`src/rtl/prism_sp_rx_dispatch.sv`:
```
// RX beat dispatcher: steers whole frames round-robin into per-core data/meta FIFOs.
// Optional per-core frame/drop counters under PRISM_SP_RX_DISPATCH_STATS_EN.
module prism_sp_rx_dispatch #(
  parameter int NRXCORES        = 1,
  parameter int DATA_WIDTH      = 64,
  parameter int COUNT_WIDTH     = 12,
  parameter int MAX_FRAME_WORDS = 190,
  parameter int META_WIDTH      = 32
) (
  input  logic                            clock,
  input  logic                            resetn,
  input  logic                            rx_valid,
  input  logic [DATA_WIDTH-1:0]           rx_data,
  input  logic                            rx_sop,
  input  logic                            rx_eop,
  input  logic [$clog2(DATA_WIDTH/8)-1:0] rx_bytes,
  input  logic                            rx_err,
  output logic [NRXCORES-1:0]             data_wr_en,
  output logic [DATA_WIDTH-1:0]           data_wr_data,
  input  logic [NRXCORES*COUNT_WIDTH-1:0] data_free,
  output logic [NRXCORES-1:0]             meta_wr_en,
  output logic [META_WIDTH-1:0]           meta_wr_data,
  input  logic [NRXCORES-1:0]             meta_full,
  output logic                            drop_irq
`ifdef PRISM_SP_RX_DISPATCH_STATS_EN
  ,
  input  logic [$clog2(2*NRXCORES)-1:0]   stat_rd_sel,
  output logic [31:0]                     stat_rd_data
`endif
);

  localparam int BPB = DATA_WIDTH / 8;
  localparam int PW  = (NRXCORES > 1) ? $clog2(NRXCORES) : 1;
  localparam int WW  = $clog2(MAX_FRAME_WORDS + 1);
  localparam logic [COUNT_WIDTH-1:0] MAXF = COUNT_WIDTH'(MAX_FRAME_WORDS);
  localparam logic [WW-1:0] MAXW = WW'(MAX_FRAME_WORDS);
  localparam logic [PW-1:0] LASTP = PW'(NRXCORES - 1);

  typedef enum logic [1:0] {IDLE, STREAM, DISCARD} state_e;

  state_e                  state_q;
  logic [PW-1:0]           rr_q, tgt_q, mtgt_q;
  logic [WW-1:0]           cnt_q;
  logic [15:0]             len_q;
  logic                    trunc_q, pend_q, drop_q;
  logic [META_WIDTH-1:0]   pword_q, meta_wr_data_q;
  logic [NRXCORES-1:0]     data_wr_en_q, meta_wr_en_q;
  logic [DATA_WIDTH-1:0]   data_wr_data_q;

  logic                    sop_go, admit, beat_wr, trunc_d;
  logic [COUNT_WIDTH-1:0]  free_sel;
  logic [NRXCORES-1:0]     rr_oh;
  logic [15:0]             beat_bytes, len_d;
  logic [16:0]             len_sum;
  logic [PW-1:0]           rr_d;

  function automatic logic [NRXCORES-1:0] oh(input logic [PW-1:0] i);
    oh = NRXCORES'(1) << i;
  endfunction

  function automatic logic [META_WIDTH-1:0] meta_word(
    input logic e, input logic t, input logic [15:0] l);
    meta_word = '0;
    meta_word[META_WIDTH-1] = e;
    meta_word[META_WIDTH-2] = t;
    meta_word[15:0] = l;
  endfunction

  always_comb begin
    rr_oh      = oh(rr_q);
    free_sel   = data_free[int'(rr_q)*COUNT_WIDTH +: COUNT_WIDTH];
    sop_go     = rx_valid & rx_sop & (state_q != DISCARD);
    admit      = (free_sel >= MAXF) & ~|(meta_full & rr_oh);
    beat_bytes = (rx_eop && rx_bytes != '0) ? 16'(rx_bytes) : 16'(BPB);
    len_sum    = {1'b0, len_q} + {1'b0, beat_bytes};
    beat_wr    = cnt_q < MAXW;
    len_d      = len_q;
    if (beat_wr) len_d = len_sum[16] ? 16'hFFFF : len_sum[15:0];
    trunc_d    = trunc_q | ~beat_wr;
    rr_d       = (rr_q == LASTP) ? '0 : rr_q + PW'(1);
  end

  always_ff @(posedge clock or negedge resetn) begin
    if (!resetn) begin
      state_q        <= IDLE;
      rr_q           <= '0;
      tgt_q          <= '0;
      mtgt_q         <= '0;
      cnt_q          <= '0;
      len_q          <= '0;
      trunc_q        <= 1'b0;
      pend_q         <= 1'b0;
      drop_q         <= 1'b0;
      pword_q        <= '0;
      meta_wr_data_q <= '0;
      data_wr_en_q   <= '0;
      meta_wr_en_q   <= '0;
      data_wr_data_q <= '0;
    end else begin
      data_wr_en_q <= '0;
      meta_wr_en_q <= '0;
      drop_q       <= 1'b0;
      pend_q       <= 1'b0;
      if (pend_q) begin
        meta_wr_en_q   <= oh(mtgt_q);
        meta_wr_data_q <= pword_q;
      end
      // A sop while streaming closes the open frame immediately as errored
      if (sop_go && state_q == STREAM) begin
        meta_wr_en_q   <= oh(tgt_q);
        meta_wr_data_q <= meta_word(1'b1, trunc_q, len_q);
      end
      if (sop_go) begin
        rr_q    <= rr_d;
        tgt_q   <= rr_q;
        cnt_q   <= WW'(1);
        len_q   <= beat_bytes;
        trunc_q <= 1'b0;
        if (admit) begin
          data_wr_en_q   <= rr_oh;
          data_wr_data_q <= rx_data;
          state_q        <= rx_eop ? IDLE : STREAM;
          if (rx_eop) begin
            pend_q  <= 1'b1;
            mtgt_q  <= rr_q;
            pword_q <= meta_word(rx_err, 1'b0, beat_bytes);
          end
        end else begin
          drop_q  <= 1'b1;
          state_q <= rx_eop ? IDLE : DISCARD;
        end
      end else if (rx_valid) begin
        unique case (state_q)
          STREAM: begin
            if (beat_wr) begin
              data_wr_en_q   <= oh(tgt_q);
              data_wr_data_q <= rx_data;
              cnt_q          <= cnt_q + WW'(1);
            end
            len_q   <= len_d;
            trunc_q <= trunc_d;
            if (rx_eop) begin
              pend_q  <= 1'b1;
              mtgt_q  <= tgt_q;
              pword_q <= meta_word(rx_err, trunc_d, len_d);
              state_q <= IDLE;
            end
          end
          DISCARD: if (rx_eop) state_q <= IDLE;
          default: ;
        endcase
      end
    end
  end

  assign data_wr_en   = data_wr_en_q;
  assign data_wr_data = data_wr_data_q;
  assign meta_wr_en   = meta_wr_en_q;
  assign meta_wr_data = meta_wr_data_q;
  assign drop_irq     = drop_q;

`ifdef PRISM_SP_RX_DISPATCH_STATS_EN
  localparam int SW = $clog2(2*NRXCORES);
  logic [31:0] frames_q [NRXCORES];
  logic [31:0] drops_q  [NRXCORES];

  always_ff @(posedge clock or negedge resetn) begin
    if (!resetn) begin
      for (int i = 0; i < NRXCORES; i++) begin
        frames_q[i] <= '0;
        drops_q[i]  <= '0;
      end
    end else if (sop_go) begin
      for (int i = 0; i < NRXCORES; i++) begin
        if (rr_q == PW'(i)) begin
          if (admit && frames_q[i] != '1) frames_q[i] <= frames_q[i] + 32'd1;
          if (!admit && drops_q[i] != '1) drops_q[i] <= drops_q[i] + 32'd1;
        end
      end
    end
  end

  always_comb begin
    stat_rd_data = '0;
    for (int i = 0; i < NRXCORES; i++) begin
      if (stat_rd_sel == SW'(i)) stat_rd_data = frames_q[i];
      if (stat_rd_sel == SW'(i + NRXCORES)) stat_rd_data = drops_q[i];
    end
  end
`endif

endmodule

```
`config.mk`:
```
export PLATFORM = sky130hd
export DESIGN_NAME = prism_sp_rx_dispatch
export DESIGN_NICKNAME = d
export VERILOG_FILES = /design/src/rtl/prism_sp_rx_dispatch.sv
export SDC_FILE = /design/constraint.sdc
export NUM_CORES = 1
export LEC_CHECK = 0
export CORE_ASPECT_RATIO = 0.5
export CORE_MARGIN = 2
export CORE_UTILIZATION = 35
export CTS_CLUSTER_DIAMETER = 150
export DETAILED_ROUTE_END_ITERATION = 7
export GPL_TIMING_DRIVEN = 0
export PLACE_DENSITY = 0.71
export RECOVER_POWER = 100
export REMOVE_ABC_BUFFERS = 1
export SLEW_MARGIN = 20
export SYNTH_ARGS = -nofsm -noshare
export SYNTH_HDL_FRONTEND = slang
export SYNTH_SLANG_ARGS = --single-unit
```
`constraint.sdc`:
```
create_clock -name clock -period 2.7 [get_ports clock]
set_input_delay 0.54 -clock clock [delete_from_list [all_inputs] [get_ports clock]]
set_output_delay 0.54 -clock clock [all_outputs]
set_load 0.05 [all_outputs]
```
==> results.yml, run 1 <==
# physical design summary
grt:
  antenna_found_initial: 0
  grt_pass1_vias: 4857
  grt_pass1_wl_um: 25320
synthesis:
  ys_warn_count: 0
  edf_count: 0
  largest_area_cell: "dfrtp_1"
  synthCells: 531
  synth_area_mm2: 0.006362
  synth_flop_count: 131
  synth.distinct_cells: 63
  async_reset_ff_share_pct: 100.0
timing:
  max_freq_ghz: 0.3882
  final.min_clock_period_ns: 2.576
setup_path:
  critPathMaxFanout: 6
  worst_path_largest_cell_delay_ns: 0.53
  critPathLaunch: "rx_bytes[0]"
  crit_required_ns: 3.03
  crit_slowest_cell: "clkdlybuf4s50_1"
power:
  powerDensity_mw_per_mm2: 1149
  ir_worst_vdd_mv: 0.5402
outcome:
  status: "finished, violations left"
  violations: "capacitance limit"
floorplan:
  fp_util_pct: 36.21
  core_mm2: 0.01757
run:
  maxCapViolations: 1
detailed_routing:
  drc_errors: 0
  vias: 4805
  viasPerCell: 5.063
  drt-total-wl_um: 15430
  antenna_left: 0
final_layout:
  area_growth_pct: 36.52
cts:
  clk_path_buf_depth: 2
  postCtsSetupRepairBufs: 5
  cts_buffers: 17
place:
  pre_cts_slack_ns: -0.7844
## run 1: report_power, final
group | internal (mW) | switching [mW] | leakage (nW)
logic | 1.52 | 3.10 | 1.83
clock network | 1.41 | 0.880 | 0.278
registers | 2.67 | 0.393 | 1.64
## run 1: worst max-delay path, delay by kind of cell
family                     cells  cell delay [ns]
adders and majority gates      2             0.47
buffers and inverters          1             0.53
AOI/OAI and AO/OA              4             1.09
and+or+nand+nor                2             0.29
## run 1: state kept, by name, summed over array words and instances, names as in the netlist
name	cells
state_q	2
data_wr_data	64
drop_irq	1
cnt_q	8
meta_wr_data	18
meta_wr_en	1
data_wr_en	1
len_q	16
pend_q	1
trunc_q	1
pword_q	18
## run 1: path summary, 6_finish.rpt
check	to	slack, ns	cells past startpoint
max	len_q[3]$_DFFE_PN0P_	0.12	9
min	data_wr_data[46]$_DFFE_PN0P_	0.48	1
max reg2reg	pword_q[5]$_DFFE_PN0P_	0.16	5
min reg2reg	data_wr_data[46]$_DFFE_PN0P_	0.48	1
max in group asynchronous	pend_q$_DFF_PN0_	0.41	3
min in group asynchronous	pword_q[2]$_DFFE_PN0P_	0.58	2
## run 1: cells in the mapped netlist, drive strengths merged, types with 5 or more instances
master,n
nor2,38
inv,6
mux2,65
xor2,8
nand2,37
mux2i,22
and3,7
clkbuf,15
nand3,13
ha,7
nor3,12
and2,7
a211oi,9
dfrtp,131
o21ai,27
a21oi,30
and4,5
buf,30
nand4,11
## run 1: cell families after synthesis
| group | Yosys count | synth area share, % |
|---|---|---|
| simple gates | 143 | 11.27 |
| flops | 131 | 51.52 |
| compound gates | 101 | 10.66 |
| mux | 87 | 17.86 |
| buf+inv | 51 | 5.703 |
| xor+xnor | 9 | 1.239 |
| fa+ha+maj | 8 | 1.691 |
| other cells | 1 | 0.05894 |
## run 1: stage by stage
step,setup TNS [ns],utilization [%],power [mW],hold slack (ns),cells
finish,0,49.44,9.979,0.4760,949
global route,0,49.44,10.43,0.4913,949
CTS,0,50.26,10.60,0.4850,945
detailed placement,-49.72,46.65,8.266,0.4319,907
global placement,-775.27,45.85,8.176,0.4632,902
floorplan,-94.70,-,6.512,0.2444,499
## run 1: final cells by class
class                      count  area (um^2)  share of cell area, %
timing repair buffer         184         1831                  21.07
tap                          234        292.8                  3.371
multi-input combinational    362         2673                  30.77
clock inverter                12        131.4                  1.513
sequential                   131         3279                  37.76
clock buffer                  20        456.7                  5.258
inverter                       6        22.52                 0.2593
## run 1: placed cells by master, fill, tap and decap left out, types with 7 or more instances in the layout
cell type,n
nand4_1,10
mux2i_1,22
and3_1,7
nand3_1,12
conb_1,14
nor2_1,37
dfrtp_1,130
nor3_1,11
clkdlybuf4s50_1,82
ha_1,7
dlygate4sd3_1,86
xor2_1,8
mux2_1,42
mux2_4,7
clkbuf_16,17
o21ai_0,23
a21oi_1,28
mux2_2,16
nand2_1,35
## run 1: metal layers
layer / up-vias / share of wire, % / global-route usage, %
met5: - / 0 / 0
met4: 0 / 1.5 / 6.095
met3: 22 / 6.0 / 3.391
met2: 167 / 50 / 27.79
met1: 2383 / 42 / 20.87
li1: 2233 / - / -
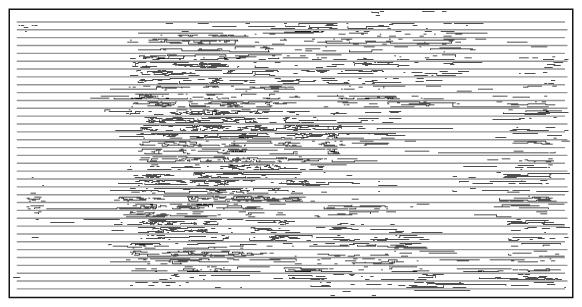
Run 1: M1 wires
Supply wires on this layer in gray.
nets with wire on the layer: 719
longest straight run: 38.2 um
share of all routed wire: 42%
wire length on this layer: 6520 um

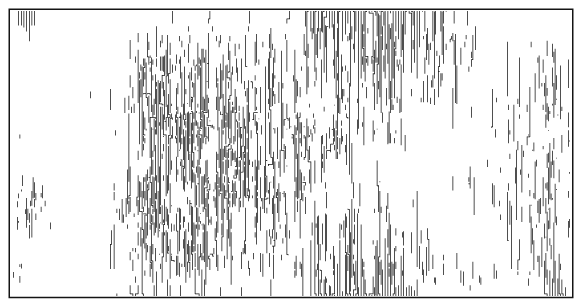
Run 1: met2 routing
longest straight run: 40.6 um
share of all routed wire: 50%
wire length on this layer: 7750 um
main direction: vertical
nets with wire on the layer: 714

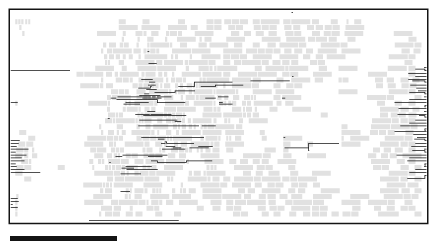
Run 1: metal 3
Scale bar: 50 um. Cells faint in the background.
nets with wire on the layer: 93
share of all routed wire: 6.0%

==> inputs of run 2 (changes only) <==
--- a/config.mk
+++ b/config.mk
@@ -7,11 +7,11 @@
 export LEC_CHECK = 0
 export CORE_ASPECT_RATIO = 0.5
 export CORE_MARGIN = 2
-export CORE_UTILIZATION = 35
+export CORE_UTILIZATION = 48
 export CTS_CLUSTER_DIAMETER = 150
 export DETAILED_ROUTE_END_ITERATION = 7
 export GPL_TIMING_DRIVEN = 0
-export PLACE_DENSITY = 0.71
+export PLACE_DENSITY = 0.9
 export RECOVER_POWER = 100
 export REMOVE_ABC_BUFFERS = 1
 export SLEW_MARGIN = 20
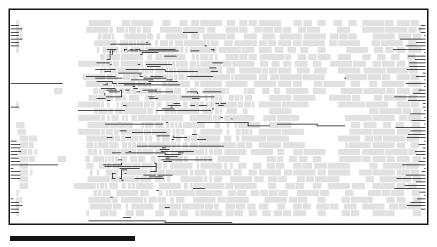
Run 2: metal 3
Scale bar: 50 um. Cells faint in the background.
wire length on this layer: 1160 um
longest straight run: 34.5 um
main direction: horizontal

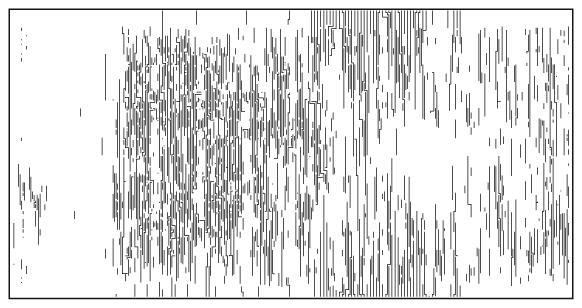
Run 2: met2 routing
share of all routed wire: 51%
wire length on this layer: 8350 um

==> results.yml, run 2 <==
# physical design summary
setup_path:
  critical_path_class: "input port to register"
  r2r-end: "data_wr_data[4]$_DFFE_PN0P_"
  path_buffers: 2
  start_kind: "input port"
  critPathMaxFanout: 5
  crit_slowest_cell: "clkdlybuf4s50_1"
  worst_path_largest_cell_delay_ns: 0.47
  cp_top_family: "AND-OR/OR-AND gates"
  r2r_setup_slack_ns: 0.09
  crit_required_ns: 2.96
  endpoint: "len_q[0]$_DFFE_PN0P_"
  path_depth: 9
  ff2ff_path_depth: 9
  critPathLaunch: "rx_bytes[0]"
timing:
  clock_skew_ns: 0.009183
  maxSlewViolCount: 30
  final.min_clock_period_ns: 2.666
  max_freq_ghz: 0.3751
  final_hold_viol_count: 0
  hold_slack_ns: 0.4793
  relSlewSlack_pct: -15.87
  finalCritPeriodShare_pct: 98.75
detailed_routing:
  vias: 5057
  viasPerCell: 5.701
  antenna_left: 0
  drt-total-wl_um: 16360
  drc_errors: 0
  initialDrtViolationCount: 517
floorplan:
  fp_util_pct: 49.67
  rows: 29
  core_mm2: 0.01281
  die_w_um: 166.8
synthesis:
  async_reset_ff_share_pct: 100.0
  top_cell: "dfrtp_1"
  yosys_area_mm2: 0.006362
  ys_warn_count: 0
  ys_top_cells_by_count: "131 x dfrtp_1, 49 x mux2_4, 38 x nor2_1"
  synth_area_mm2: 0.006362
  synth_flop_count: 131
  synthCells: 531
  largest_area_cell: "dfrtp_1"
  edf_count: 0
  synth.distinct_cells: 63
grt:
  grt_pass1_vias: 5146
  grt_max_degree: 103
  grt.overflow.total: 0
  grt_pass1_wl_um: 26020
  antenna_found_initial: 0
power:
  intPower_mw: 6.027
  seqPwrFrac_pct: 29.6
  powerDensity_mw_per_mm2: 1187
  switching_share_pct: 42.62
  p_clk_share_pct: 23.5
  p_switching_mw: 4.477
  comb_power_share_pct: 46.9
  ir_worst_vdd_mv: 0.9787
cts:
  cts_buffers: 17
  insertion_delay_ns: 0.41
  clk_path_buf_depth: 2
  root_buffer: "clkbuf_16"
  clk_pin_slew_ns: 0.06
  cts_tree: "built"
outcome:
  violations: "capacitance limit, slew limit"
  status: "finished, violations left"
run:
  maxCapViolations: 1
  warnings: 31
final_layout:
  lay_top_count: "dfrtp_1"
  n_antenna_cell: 0
  layout_top_cells: "130 x dfrtp_1, 86 x dlygate4sd3_1, 82 x clkdlybuf4s50_1"
  area_growth_pct: 39.06
  largest_reg_flops: 64
  finalNonFillerCells: 887
place:
  dp.cells: 843
  hpwl_um: 10840
run 2: worst min-delay path by stage:
stage	startpoint	to	slack, ns	cells past startpoint
after floorplan	resetn	cnt_q[0]$_DFFE_PN0P_	0.24	0
after global placement	pword_q[30]$_DFFE_PN0P_	pword_q[30]$_DFFE_PN0P_	0.46	2
after detailed placement	resetn	meta_wr_data[0]$_DFFE_PN0P_	0.41	1
after CTS	pword_q[8]$_DFFE_PN0P_	pword_q[8]$_DFFE_PN0P_	0.48	2
after global routing	pword_q[30]$_DFFE_PN0P_	pword_q[30]$_DFFE_PN0P_	0.50	2
final	data_wr_data[49]$_DFFE_PN0P_	data_wr_data[49]$_DFFE_PN0P_	0.48	1
run 2: area by class of cell:
class | count | area [um^2]
multi-input combinational | 363 | 2813
timing repair buffer | 185 | 1883
inverter | 6 | 22.52
sequential | 131 | 3279
fill | 848 | 3961
clock buffer | 20 | 456.7
clock inverter | 12 | 180.2
tap | 170 | 212.7
run 2: cell families after synthesis:
family / Yosys count / synth area share [%]
buf+inv: 51 / 5.703
mux: 87 / 17.86
fa+ha+maj: 8 / 1.691
other cells: 1 / 0.05894
compound gates: 101 / 10.66
xor+xnor: 9 / 1.239
simple gates: 143 / 11.27
flops: 131 / 51.52
run 2: repair_timing:
| item | in CTS | in global routing |
|---|---|---|
| hold endpoints to repair | 29 | 0 |
| gates cloned | 0 | 1 |
| buffers inserted | 6 | 4 |
| hold buffers | 1 | 0 |
| endpoints found under the setup margin | 52 | 73 |
| gates resized | 3 | 5 |
| pin swaps | 2 | 3 |
run 2: power groups by stage:
stage / Combinational [mW] / Clock [mW] / Sequential [mW]
6_report: 4.92 / 2.47 / 3.11
4_1_cts: 5.18 / 2.50 / 3.15
3_5_place_dp: 5.13 / 0 / 3.17
3_3_place_gp: 5.03 / 0 / 3.10
5_1_grt: 5.13 / 2.59 / 3.22
2_1_floorplan: 1.28 / 0 / 5.23
run 2: per-layer routing:
layer / vias up / GRT usage, % / share of wire, %
li1: 2232 / - / -
met1: 2483 / 26.78 / 39
met2: 286 / 41.26 / 51
met3: 56 / 4.711 / 7.1
met4: 0 / 12.93 / 3.3
met5: - / 0 / 0
run 2: through the flow:
step / setup WS [ns] / power, mW / util, % / setup TNS [ns] / area [um^2]
6_report: 0.03384 / 10.50 / 69.07 / 0 / 8847
5_1_grt: -0.08120 / 10.94 / 69.07 / -0.1578 / 8847
4_1_cts: 0.01137 / 10.83 / 68.84 / 0 / 8817
3_5_place_dp: -0.6018 / 8.302 / 63.41 / -43.84 / 8122
3_3_place_gp: -3.905 / 8.137 / 62.26 / -726.94 / 7975
2_1_floorplan: -1.524 / 6.512 / - / -94.70 / 6071
==> inputs of run 3 (changes only) <==
--- a/config.mk
+++ b/config.mk
@@ -5,6 +5,7 @@
 export SDC_FILE = /design/constraint.sdc
 export NUM_CORES = 1
 export LEC_CHECK = 0
+export CAP_MARGIN = 20
 export CORE_ASPECT_RATIO = 0.5
 export CORE_MARGIN = 2
 export CORE_UTILIZATION = 48
@@ -14,6 +15,7 @@
 export PLACE_DENSITY = 0.9
 export RECOVER_POWER = 100
 export REMOVE_ABC_BUFFERS = 1
+export SKIP_LAST_GASP = 1
 export SLEW_MARGIN = 20
 export SYNTH_ARGS = -nofsm -noshare
 export SYNTH_HDL_FRONTEND = slang
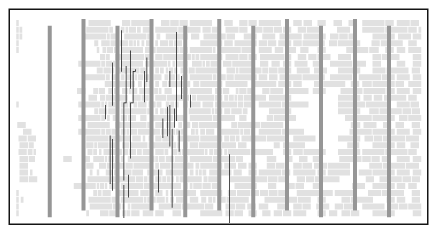
Run 3: the metal 4 layer
Supply wires on this layer in gray. Cells faint in the background.
nets with wire on the layer: 22
wire length on this layer: 394 um
longest straight run: 35.4 um
share of all routed wire: 2.4%
main direction: vertical

==> results.yml, run 3 <==
# physical design summary
outcome:
  status: "finished, violations left"
  violations: "capacitance limit, slew limit"
cts:
  clk_path_buf_depth: 2
  clk_pin_slew_ns: 0.06
setup_path:
  critical_path_class: "input port to register"
final_layout:
  area_growth_pct: 40.22
  final-seq-area_mm2: 0.003278
  lay_top_count: "clkdlybuf4s50_1"
  stdcell_area_mm2: 0.008921
  fill_cells: 824
  logic_area_mm2: 0.002828
  utilization_pct: 69.65
  n_antenna_cell: 0
  layout_top_cells: "165 x clkdlybuf4s50_1, 131 x dfrtp_1, 49 x mux2_4"
synthesis:
  top_cell: "dfrtp_1"
  synth_flop_count: 131
  async_reset_ff_share_pct: 100.0
  ys_top_cells_by_count: "131 x dfrtp_1, 49 x mux2_4, 38 x nor2_1"
  yosys_area_mm2: 0.006362
  synth.distinct_cells: 63
  synth_area_mm2: 0.006362
timing:
  finalCritPeriodShare_pct: 98.01
  tns_ns: 0
  maxSlewViolCount: 30
  max_freq_ghz: 0.3779
  final.min_clock_period_ns: 2.646
  clock_skew_ns: 0.008941
  hold_slack_ns: 0.4804
  final_hold_viol_count: 0
detailed_routing:
  viasPerCell: 5.711
  drt-total-wl_um: 16640
  initialDrtViolationCount: 652
  vias: 5083
  antenna_left: 0
  drc_errors: 0
place:
  hpwl_um: 10830
  dpl_cell_area_mm2: 0.008122
  pre_cts_slack_ns: -0.5942
grt:
  antenna_found_initial: 0
  grt_pass1_wl_um: 26320
  grt_max_degree: 103
  grt.overflow.total: 0
  grt_pass1_vias: 5167
floorplan:
  rows: 29
  fp_util_pct: 49.67
  die_w_um: 166.8
power:
  ir_worst_vdd_mv: 1.013
  powerDensity_mw_per_mm2: 1217
run:
  warnings: 30
  maxCapViolations: 1
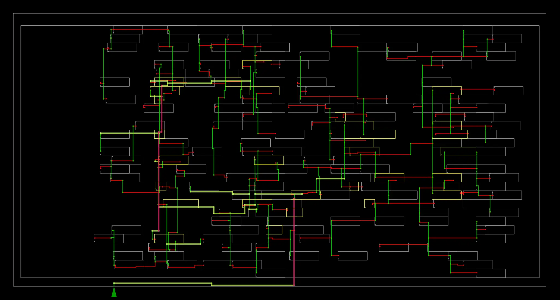
Run 3: clock routing
clock buf count: 21
CTS sink cnt: 131
flop count: 131
Clock group: 2.52 mW
cts bufs inserted: 17

## run 3: report_power, final
group	total [mW]	internal (mW)	switching, mW
registers	3.15	2.67	0.474
clock network	2.52	1.65	0.871
logic	5.19	2.01	3.18
total	10.9	6.34	4.52
## run 3: area by class of cell
type	count	area share [%]
Multi-Input combinational cell	362	31.70
Clock buffer	21	5.386
Clock inverter	11	1.964
Sequential cell	131	36.75
Inverter	6	0.2525
Tap cell	170	2.384
Timing Repair Buffer	189	21.57
## run 3: cell families after synthesis
family,share of synthesized area [%]
DFF,51.52
xor gates and xnor gates,1.239
other,0.05894
buffers and inverters,5.703
muxes,17.86
and+or+nand+nor,11.27
AOI/OAI and AO/OA,10.66
adders and majority gates,1.691
## run 3: worst paths after layout
path                                               from                      endpoint  slack [ns]  depth (start not counted)
worst max-delay path                           rx_valid   data_wr_data[9]$_DFFE_PN0P_        0.05                          8
worst min-delay path            pword_q[15]$_DFFE_PN0P_       pword_q[15]$_DFFE_PN0P_        0.48                          2
worst max register to register   state_q[0]$_DFFE_PN0P_       pword_q[31]$_DFFE_PN0P_        0.12                          7
worst min register to register  pword_q[15]$_DFFE_PN0P_       pword_q[15]$_DFFE_PN0P_        0.48                          2
max in group asynchronous                        resetn  data_wr_data[27]$_DFFE_PN0P_        0.32                          3
min in group asynchronous                        resetn   meta_wr_data[0]$_DFFE_PN0P_        1.14                          2
## run 3: critical path, stage by stage
cell and delay [ns]:
dlygate4sd3_1 0.69, nand2_1 0.33, a211oi_4 0.40, nand2_2 0.11
o21ai_4 0.11, buf_4 0.20, buf_16 0.19, mux2_2 0.35
## run 3: through the flow
stage	std cells	total power, mW
5_1_grt	890	11.28
6_report	890	10.86
3_3_place_gp	838	8.137
2_1_floorplan	499	6.512
3_5_place_dp	843	8.301
4_1_cts	885	10.88
## run 3: repair_timing
action,CTS,global route
endpoints found under the hold margin,29,0
pin swaps,3,5
setup endpoints to repair,49,84
buffers inserted,9,5
resized,1,12
hold buffers,1,0
cloned,0,0
## run 3: per-layer routing
metal	vias to the layer above	part of all wire (%)	GRT usage, %
met2	303	51	41.11
met4	0	2.4	9.796
met1	2488	39	27.67
met5	-	0	0
li1	2238	-	-
met3	54	7.9	5.457
No activity file was given, so power comes from the tool's default toggle rates.
